## src/rtl/seg7_scan_pkg.sv

```systemverilog
// seg7_scan_pkg: definitions shared by the digit scanner and its prescaler.
//   ANODE_ON / ANODE_OFF : common-anode enable levels (active-low drive)
//   DEF_PRESCALE/DEF_DEAD: default slot length and dead time in clocks
//   ceil_log2            : counter width helper, never returns less than 1
package seg7_scan_pkg;

  localparam logic ANODE_ON  = 1'b0;
  localparam logic ANODE_OFF = 1'b1;

  localparam int DEF_PRESCALE = 1000;
  localparam int DEF_DEAD     = 2;

  function automatic int ceil_log2(input int v);
    int r;
    r = 0;
    while ((1 << r) < v) r++;
    return (r < 1) ? 1 : r;
  endfunction

endpackage

```

## src/rtl/seg7_scan_tick_div.sv

```systemverilog
// tick_div: free-running modulo-N counter with terminal-count strobe.
//   clk   : clock, rising edge
//   rst_n : asynchronous active-low reset (count returns to 0)
//   cnt   : current count, 0..N-1
//   tc    : high while cnt = N-1 (the cycle before the wrap)
module tick_div
  import seg7_scan_pkg::*;
#(
  parameter int N = DEF_PRESCALE,
  localparam int W = ceil_log2(N)
) (
  input  logic         clk,
  input  logic         rst_n,
  output logic [W-1:0] cnt,
  output logic         tc
);

  // Explicit terminal compare; the counter never relies on natural rollover.
  assign tc = (cnt == W'(N - 1));

  always_ff @(posedge clk or negedge rst_n) begin
    if (!rst_n) begin
      cnt <= '0;
    end else if (tc) begin
      cnt <= '0;
    end else begin
      cnt <= cnt + 1'b1;
    end
  end

endmodule

```

## src/rtl/seg7_scan.sv

```systemverilog
// seg7_scan: time-multiplexed digit scanner feeding a hex-to-7-segment decoder.
//   i_clk, i_rst_n : clock (rising edge), asynchronous active-low reset
//   iv_value       : DIGITS nibbles, digit 0 in bits [3:0] (rightmost)
//   i_load         : capture strobe for iv_value
//   i_lz_en        : leading-zero suppression enable
//   ov_nibble      : nibble of the digit being scanned, to the decoder
//   ov_anode       : active-low digit enables, at most one low
//   o_blank        : segments must be forced off
//   o_frame        : one-cycle pulse at each frame wrap
// Anode/blank/frame are delayed DECODE_LATENCY extra clocks so they line up
// with the segments of a registered decoder.
module seg7_scan
  import seg7_scan_pkg::*;
#(
  parameter int DIGITS         = 4,
  parameter int PRESCALE       = DEF_PRESCALE,
  parameter int DEAD           = DEF_DEAD,
  parameter int DECODE_LATENCY = 1
) (
  input  logic                  i_clk,
  input  logic                  i_rst_n,
  input  logic [4*DIGITS-1:0]   iv_value,
  input  logic                  i_load,
  input  logic                  i_lz_en,
  output logic [3:0]            ov_nibble,
  output logic [DIGITS-1:0]     ov_anode,
  output logic                  o_blank,
  output logic                  o_frame
);

  localparam int CW = ceil_log2(PRESCALE);
  localparam int IW = ceil_log2(DIGITS);

  logic [CW-1:0]         cnt;
  logic                  slot_end;
  logic [IW-1:0]         idx;
  logic                  boundary;
  logic [4*DIGITS-1:0]   pending;
  logic [4*DIGITS-1:0]   active;
  logic [DIGITS-1:0]     supp;
  logic                  all_zero;
  logic                  dead;
  logic [DIGITS-1:0]     anode_c;

  logic [DIGITS-1:0]     anode_s;
  logic                  blank_s;
  logic                  frame_s;

  tick_div #(.N(PRESCALE)) u_prescale (
    .clk   (i_clk),
    .rst_n (i_rst_n),
    .cnt   (cnt),
    .tc    (slot_end)
  );

  assign boundary = slot_end && (idx == IW'(DIGITS - 1));

  // Digit index and double buffer. A load on the boundary bypasses pending
  // so the newest value is never held back a whole frame.
  always_ff @(posedge i_clk or negedge i_rst_n) begin
    if (!i_rst_n) begin
      idx     <= '0;
      pending <= '0;
      active  <= '0;
    end else begin
      if (slot_end) begin
        if (idx == IW'(DIGITS - 1)) idx <= '0;
        else                        idx <= idx + 1'b1;
      end
      if (i_load) pending <= iv_value;
      if (boundary) active <= i_load ? iv_value : pending;
    end
  end

  // supp[k]: digits k..DIGITS-1 all zero; digit 0 always shows.
  always_comb begin
    supp     = '0;
    all_zero = 1'b1;
    for (int k = DIGITS - 1; k >= 1; k--) begin
      all_zero = all_zero && (active[4*k +: 4] == 4'h0);
      supp[k]  = i_lz_en && all_zero;
    end
  end

  // Signed compare keeps DEAD = 0 well-defined (never in the dead zone).
  assign dead = (int'(cnt) < DEAD);

  always_comb begin
    anode_c = {DIGITS{ANODE_OFF}};
    if (!dead) anode_c[idx] = ANODE_ON;
  end

  always_ff @(posedge i_clk or negedge i_rst_n) begin
    if (!i_rst_n) begin
      ov_nibble <= 4'h0;
      anode_s   <= {DIGITS{ANODE_OFF}};
      blank_s   <= 1'b1;
      frame_s   <= 1'b0;
    end else begin
      ov_nibble <= active[4*int'(idx) +: 4];
      anode_s   <= anode_c;
      blank_s   <= dead || supp[idx];
      frame_s   <= boundary;
    end
  end

  if (DECODE_LATENCY == 0) begin : g_no_delay
    assign ov_anode = anode_s;
    assign o_blank  = blank_s;
    assign o_frame  = frame_s;
  end else begin : g_delay
    logic [DIGITS-1:0] anode_d [DECODE_LATENCY];
    logic              blank_d [DECODE_LATENCY];
    logic              frame_d [DECODE_LATENCY];

    always_ff @(posedge i_clk or negedge i_rst_n) begin
      if (!i_rst_n) begin
        for (int i = 0; i < DECODE_LATENCY; i++) begin
          anode_d[i] <= {DIGITS{ANODE_OFF}};
          blank_d[i] <= 1'b1;
          frame_d[i] <= 1'b0;
        end
      end else begin
        anode_d[0] <= anode_s;
        blank_d[0] <= blank_s;
        frame_d[0] <= frame_s;
        for (int i = 1; i < DECODE_LATENCY; i++) begin
          anode_d[i] <= anode_d[i-1];
          blank_d[i] <= blank_d[i-1];
          frame_d[i] <= frame_d[i-1];
        end
      end
    end

    assign ov_anode = anode_d[DECODE_LATENCY-1];
    assign o_blank  = blank_d[DECODE_LATENCY-1];
    assign o_frame  = frame_d[DECODE_LATENCY-1];
  end

endmodule
```

## config.mk

```make
export PLATFORM = sky130hd
export DESIGN_NAME = seg7_scan
export DESIGN_NICKNAME = d
export VERILOG_FILES = /design/src/rtl/seg7_scan_pkg.sv /design/src/rtl/seg7_scan_tick_div.sv /design/src/rtl/seg7_scan.sv
export SDC_FILE = /design/constraint.sdc
export NUM_CORES = 1
export LEC_CHECK = 0
export CORE_ASPECT_RATIO = 0.9
export CORE_MARGIN = 4
export CORE_UTILIZATION = 54
export CTS_CLUSTER_SIZE = 14
export DETAILED_ROUTE_END_ITERATION = 8
export GPL_TIMING_DRIVEN = 1
export PLACE_DENSITY = 0.88
export REMOVE_ABC_BUFFERS = 1
export SYNTH_ARGS = -nofsm -noshare
export SYNTH_HDL_FRONTEND = slang
export SYNTH_SLANG_ARGS = --single-unit
```

## constraint.sdc

```tcl
create_clock -name i_clk -period 2 [get_ports i_clk]
set_input_delay 0.4 -clock i_clk [delete_from_list [all_inputs] [get_ports i_clk]]
set_output_delay 0.4 -clock i_clk [all_outputs]
set_load 0.02 [all_outputs]
```

Figure 1. Routed metal per tile (run 1).
Scale bar: 20 um. The die is cut into 16 by 14 equal tiles; black is low, pale yellow is high, scaled to the fullest tile. Values are wire area over tile area, all layers added.
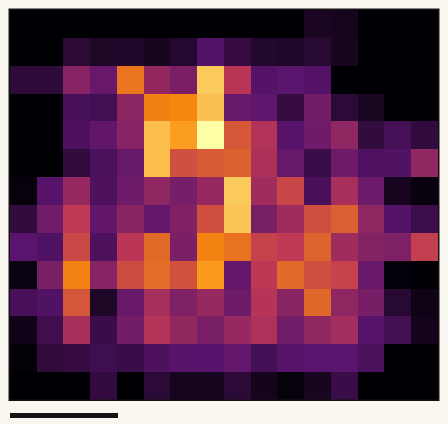
fullest tile: 0.44
mean over tiles: 0.12
emptiest ninth of the die: north-east
tiles over half the peak: 17%

Figure 2. Sequential cells grouped by signal name (run 1).
Other sequential cells in the stronger grey, the rest of the logic in the fainter grey.
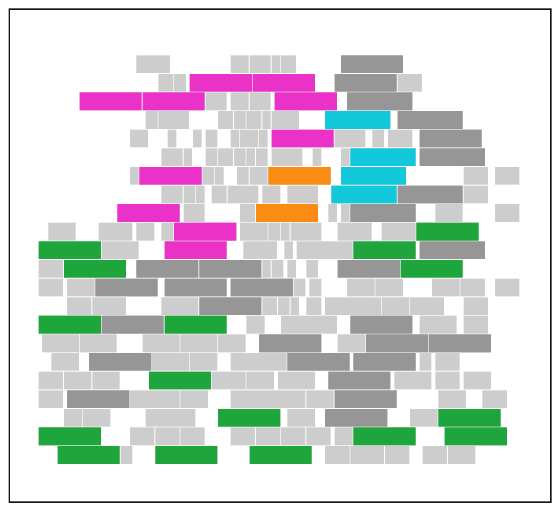
legend:
  magenta:
    name_in_the_netlist: `u_prescale.cnt`
    sequential_cells: 10
  orange:
    name_in_the_netlist: `idx`
    sequential_cells: 2
  cyan:
    name_in_the_netlist: `anode_s`
    sequential_cells: 4
  green:
    name_in_the_netlist: `pending`
    sequential_cells: 16
not coloured: 28

Figure 3. Placed cells, one colour a class (run 1).
Fill, decap, tap and diode cells in grey.
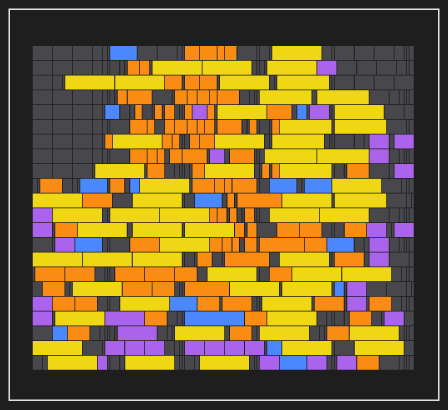
legend:
  yellow:
    class: sequential cells
    cells: 60
  blue:
    class: clock drivers and dummy loads
    cells: 16
  orange:
    class: combinational and other logic
    cells: 100
  purple:
    class: remaining buffers and delay cells
    cells: 33

==> impl_metrics.ini, run 1 <==
; implementation run metrics
[die]
die_area_mm2 = 0.00567
initial_core_util_pct = 58.1
fp-row-count = 22
core_area_mm2 = 0.00421

[final_timing]
fin_crit_ns = 1.84
setup_viol = 0
tns_ns = 0
post-route-period-util_pct = 92.1
rsz0062_at_grt = no

[power]
ir_drop_v = 0.000495
totalPowerFinal_uw = 2500

[synth]
syn_avg_cell_area_um2 = 14.8
ys_cells = 165
ys.flops = 60
syn_area_mm2 = 0.00244
synth_cell_types = 34
synth.yosys.warnings = 0

[grt]
grt_first_pass_wirelength_mm = 7.48
grt_max_degree = 37

[clocking]
postCtsHoldBufs = 0
clk_path_buf_depth = 2
cts_resized = 0
root_buffer = clkbuf_8
post_cts_buffers = 0

[run_status]
status = finished, final reports clean

[layout]
fin_nets = 229
final_common_cell = dfrtp_1
mostFrequentLayoutCells = dfrtp_1, clkdlybuf4s50_1, mux2_2

[drt]
vias = 1460
drc = 0
via_per_inst = 5.43
drtPass1Iterations = 4
first_iter_violations = 53

[setup_path]
path_buffers = 1
worst_path_largest_cell_delay_ns = 0.59
critPathTopFamily = buffers and inverters
r2r-end = active[1]
crit_fanout = 1

[job]
drv_cap = 0
## run 1: worst min-delay path by stage
stage | start | endpoint | slack, ns | depth (start not counted)
after floorplan | i_rst_n | active[0] | 0.10 | 0
after global placement | frame_s | o_frame | 0.34 | 0
after detailed placement | frame_s | o_frame | 0.34 | 0
after CTS | i_rst_n | u_prescale.cnt[6] | 0.05 | 1
after global routing | i_rst_n | pending[15] | 0.08 | 1
final | i_rst_n | pending[14] | 0.05 | 1
## run 1: flip-flops by register name (all words and copies together), names as in the netlist
signal / cells
o_blank: 1
idx: 2
pending: 16
anode_s: 4
frame_s: 1
blank_s: 1
ov_nibble: 4
active: 16
o_frame: 1
ov_anode: 4
u_prescale.cnt: 10
## run 1: cell usage after synthesis (all sizes together)
cell type  number  area, um^2
or3             1        6.26
dfrtp          50        1250
or4             1        7.51
nor3b           1        7.51
a31oi           1        6.26
and3            2        17.5
xnor2           2        17.5
xor2            2        17.5
nor2            8        30.0
and2b           2        15.0
a21oi           4        20.0
buf             3        36.3
nor4            4        25.0
or2             1        6.26
mux4            4        90.1
nand3           6        30.0
inv             2        7.51
a22o            1        8.76
nor3            1        5.00
o21ai           5        25.0
ha              5        62.6
a211o           1        8.76
nand2          11        48.8
nand2b          1        6.26
and4bb          1        12.5
clkbuf          2        7.51
dfstp          10         263
o21bai          1        7.51
mux2           32         398
## run 1: cell families after synthesis
| family | Yosys count | synth area share (%) |
|---|---|---|
| buf+inv | 7 | 2.10 |
| flops | 60 | 61.9 |
| simple gates | 40 | 8.91 |
| mux | 36 | 20.0 |
| xor+xnor | 4 | 1.43 |
| fa+ha+maj | 5 | 2.56 |
| compound gates | 13 | 3.12 |
## run 1: metrics by stage
step / cell area (um^2) / cells / hold slack [ns] / worst slack, ns / utilization, %
6_report: 3010 / 269 / 0.0532 / 0.157 / 71.4
5_1_grt: 3010 / 269 / 0.0760 / 0.108 / 71.4
4_1_cts: 3010 / 269 / 0.0540 / 0.133 / 71.4
3_5_place_dp: 2820 / 253 / 0.336 / 0.170 / 66.9
3_3_place_gp: 2820 / 253 / 0.338 / 0.194 / 66.9
2_1_floorplan: 2400 / 160 / 0.104 / 0.259 / -
## run 1: metal layers
layer / wire, um / part of all wire, % / vias up / GRT usage (%)
li1: - / - / 665 / -
met1: 1830 / 42 / 751 / 20.9
met2: 2240 / 52 / 37 / 29.2
met3: 193 / 4.5 / 7 / 6.16
met4: 73 / 1.7 / 0 / 8.02
met5: 0 / 0 / - / 0
## run 1: power breakdown
| group | internal (uW) | switching, uW | total [uW] |
|---|---|---|---|
| sequential | 1270 | 24.8 | 1290 |
| clock | 567 | 471 | 1040 |
| combinational | 101 | 65.5 | 167 |
## run 1: final cells by class
class / count / area (um^2)
flip-flops and latches: 60 / 1510
well taps: 60 / 75.1
repair buffers: 33 / 340
clock inverters: 7 / 67.6
clock buffers: 9 / 124
fillers: 285 / 1200
inverters: 2 / 7.51
multi-input cells: 98 / 880
==> run 2: changes to the inputs <==
--- a/config.mk
+++ b/config.mk
@@ -6,4 +6,5 @@
 export NUM_CORES = 1
 export LEC_CHECK = 0
+export CAP_MARGIN = 20
 export CORE_ASPECT_RATIO = 0.9
 export CORE_MARGIN = 4
==> constraint.sdc (replaced) <==
create_clock -name i_clk -period 2 [get_ports i_clk]
set_input_delay 0.4 -clock i_clk [delete_from_list [all_inputs] [get_ports i_clk]]
set_output_delay 0.4 -clock i_clk [all_outputs]
set_load 0.01 [all_outputs]
Figure 4. Cell outlines without signal wires (run 2).
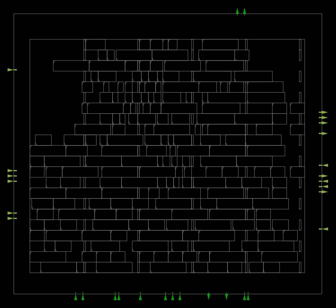
final core utilization: 71.4%
final std cells w/o fill: 269

==> run 2 against run 1 <==
Effect of this change:
- sequential share of layout area stayed put
- core utilization stayed put
- highest routed layer unchanged
- synthesized cell count stayed put
- largest power group unchanged
- flip-flop count stayed put
- worst setup slack better by 0.041 ns
- count of clock-buffer cells in the layout stayed put
==> impl_metrics.ini, run 2 <==
; implementation run metrics
[power]
ir_drop_v = 0.000495
combinationalPowerShare_pct = 6.5
seqPwrFrac_pct = 51.8
switching_share_pct = 22.4
p_switching_uw = 559

[synth]
ys_sh_adder_pct = 2.56
ys.flops = 60
yosysTopAreaCellShare_pct = 51.2
top_cells_by_count = dfrtp_1, mux2_2, dfstp_2, mux2_4, nand2_1
synth.yosys.warnings = 0
synth.most_common_cell = dfrtp_1
synthFlopType = dfrtp_1
topCombFamilyByArea = multiplexers
synth_cell_types = 34
xor_area_share_pct = 1.43
yosys.area_share.aoi_pct = 3.12

[run_status]
status = finished, final reports clean

[layout]
mostFrequentLayoutCells = dfrtp_1, clkdlybuf4s50_1, mux2_2

[final_timing]
holdWs_ns = 0.0532
fin_crit_ns = 1.80
rsz0062_at_grt = no
tns_ns = 0

[grt]
grt_first_pass_wirelength_mm = 7.48
grt_max_degree = 37

[die]
fp-row-count = 22

[drt]
via_per_inst = 5.43
drtPass1Iterations = 4

[clocking]
clk_path_buf_depth = 2
post_cts_buffers = 0

[job]
drv_cap = 0
run 2: cell counts after synthesis:
Identical to the previous run, type by type.
run 2: metal layers:
layer	up-vias	global-route usage (%)	wire length [um]
li1	665	-	-
met1	751	20.9	1830
met2	37	29.2	2240
met3	7	6.16	193
met4	0	8.02	73
met5	-	0	0
run 2: area by class of cell:
| cell class | count | area (um^2) | area share (%) |
|---|---|---|---|
| Multi-Input combinational cell | 98 | 880 | 29.2 |
| Clock inverter | 7 | 67.6 | 2.25 |
| Clock buffer | 9 | 124 | 4.12 |
| Timing Repair Buffer | 33 | 340 | 11.3 |
| Inverter | 2 | 7.51 | 0.250 |
| Sequential cell | 60 | 1510 | 50.3 |
| Tap cell | 60 | 75.1 | 2.50 |
run 2: critical path: stages (launching register included):
cell      delay [ns]
dfrtp_1         0.43
ha_1            0.26
nand2_1         0.11
and4bb_1        0.23
nand2_4         0.25
mux2_2          0.39
run 2: metrics by stage:
step / cells / utilization [%] / area [um^2] / setup slack, ns
3_5_place_dp: 253 / 66.9 / 2820 / 0.170
6_report: 269 / 71.4 / 3010 / 0.198
2_1_floorplan: 160 / - / 2400 / 0.259
4_1_cts: 269 / 71.4 / 3010 / 0.201
3_3_place_gp: 253 / 66.9 / 2820 / 0.194
5_1_grt: 269 / 71.4 / 3010 / 0.108
run 2: kinds of logic (layout without fill, tap and decap cells):
family          after synthesis  in the layout
buf+inv                       7             51
compound gates               13             13
flops                        60             60
xor+xnor                      4              4
simple gates                 40             40
mux                          36             36
fa+ha+maj                     5              5
run 2: worst paths after layout:
check                             startpoint           to  slack (ns)  cells past startpoint
max                        u_prescale.cnt[0]    active[1]        0.20                      5
min                                  i_rst_n  pending[14]        0.05                      1
max reg2reg                u_prescale.cnt[0]    active[1]        0.20                      5
min reg2reg                       anode_s[2]  ov_anode[2]        0.36                      0
max in group asynchronous            i_rst_n      blank_s        1.31                      2
min in group i_clk                anode_s[2]  ov_anode[2]        0.36                      0
run 2: power groups by stage:
stage	Combinational [uW]	Sequential, uW	Clock [uW]
2_1_floorplan	70.7	1300	0
3_3_place_gp	157	1310	0
3_5_place_dp	166	1310	0
4_1_cts	168	1290	1060
5_1_grt	179	1300	1120
6_report	163	1290	1040
Power is estimated from default activity; no workload was simulated.
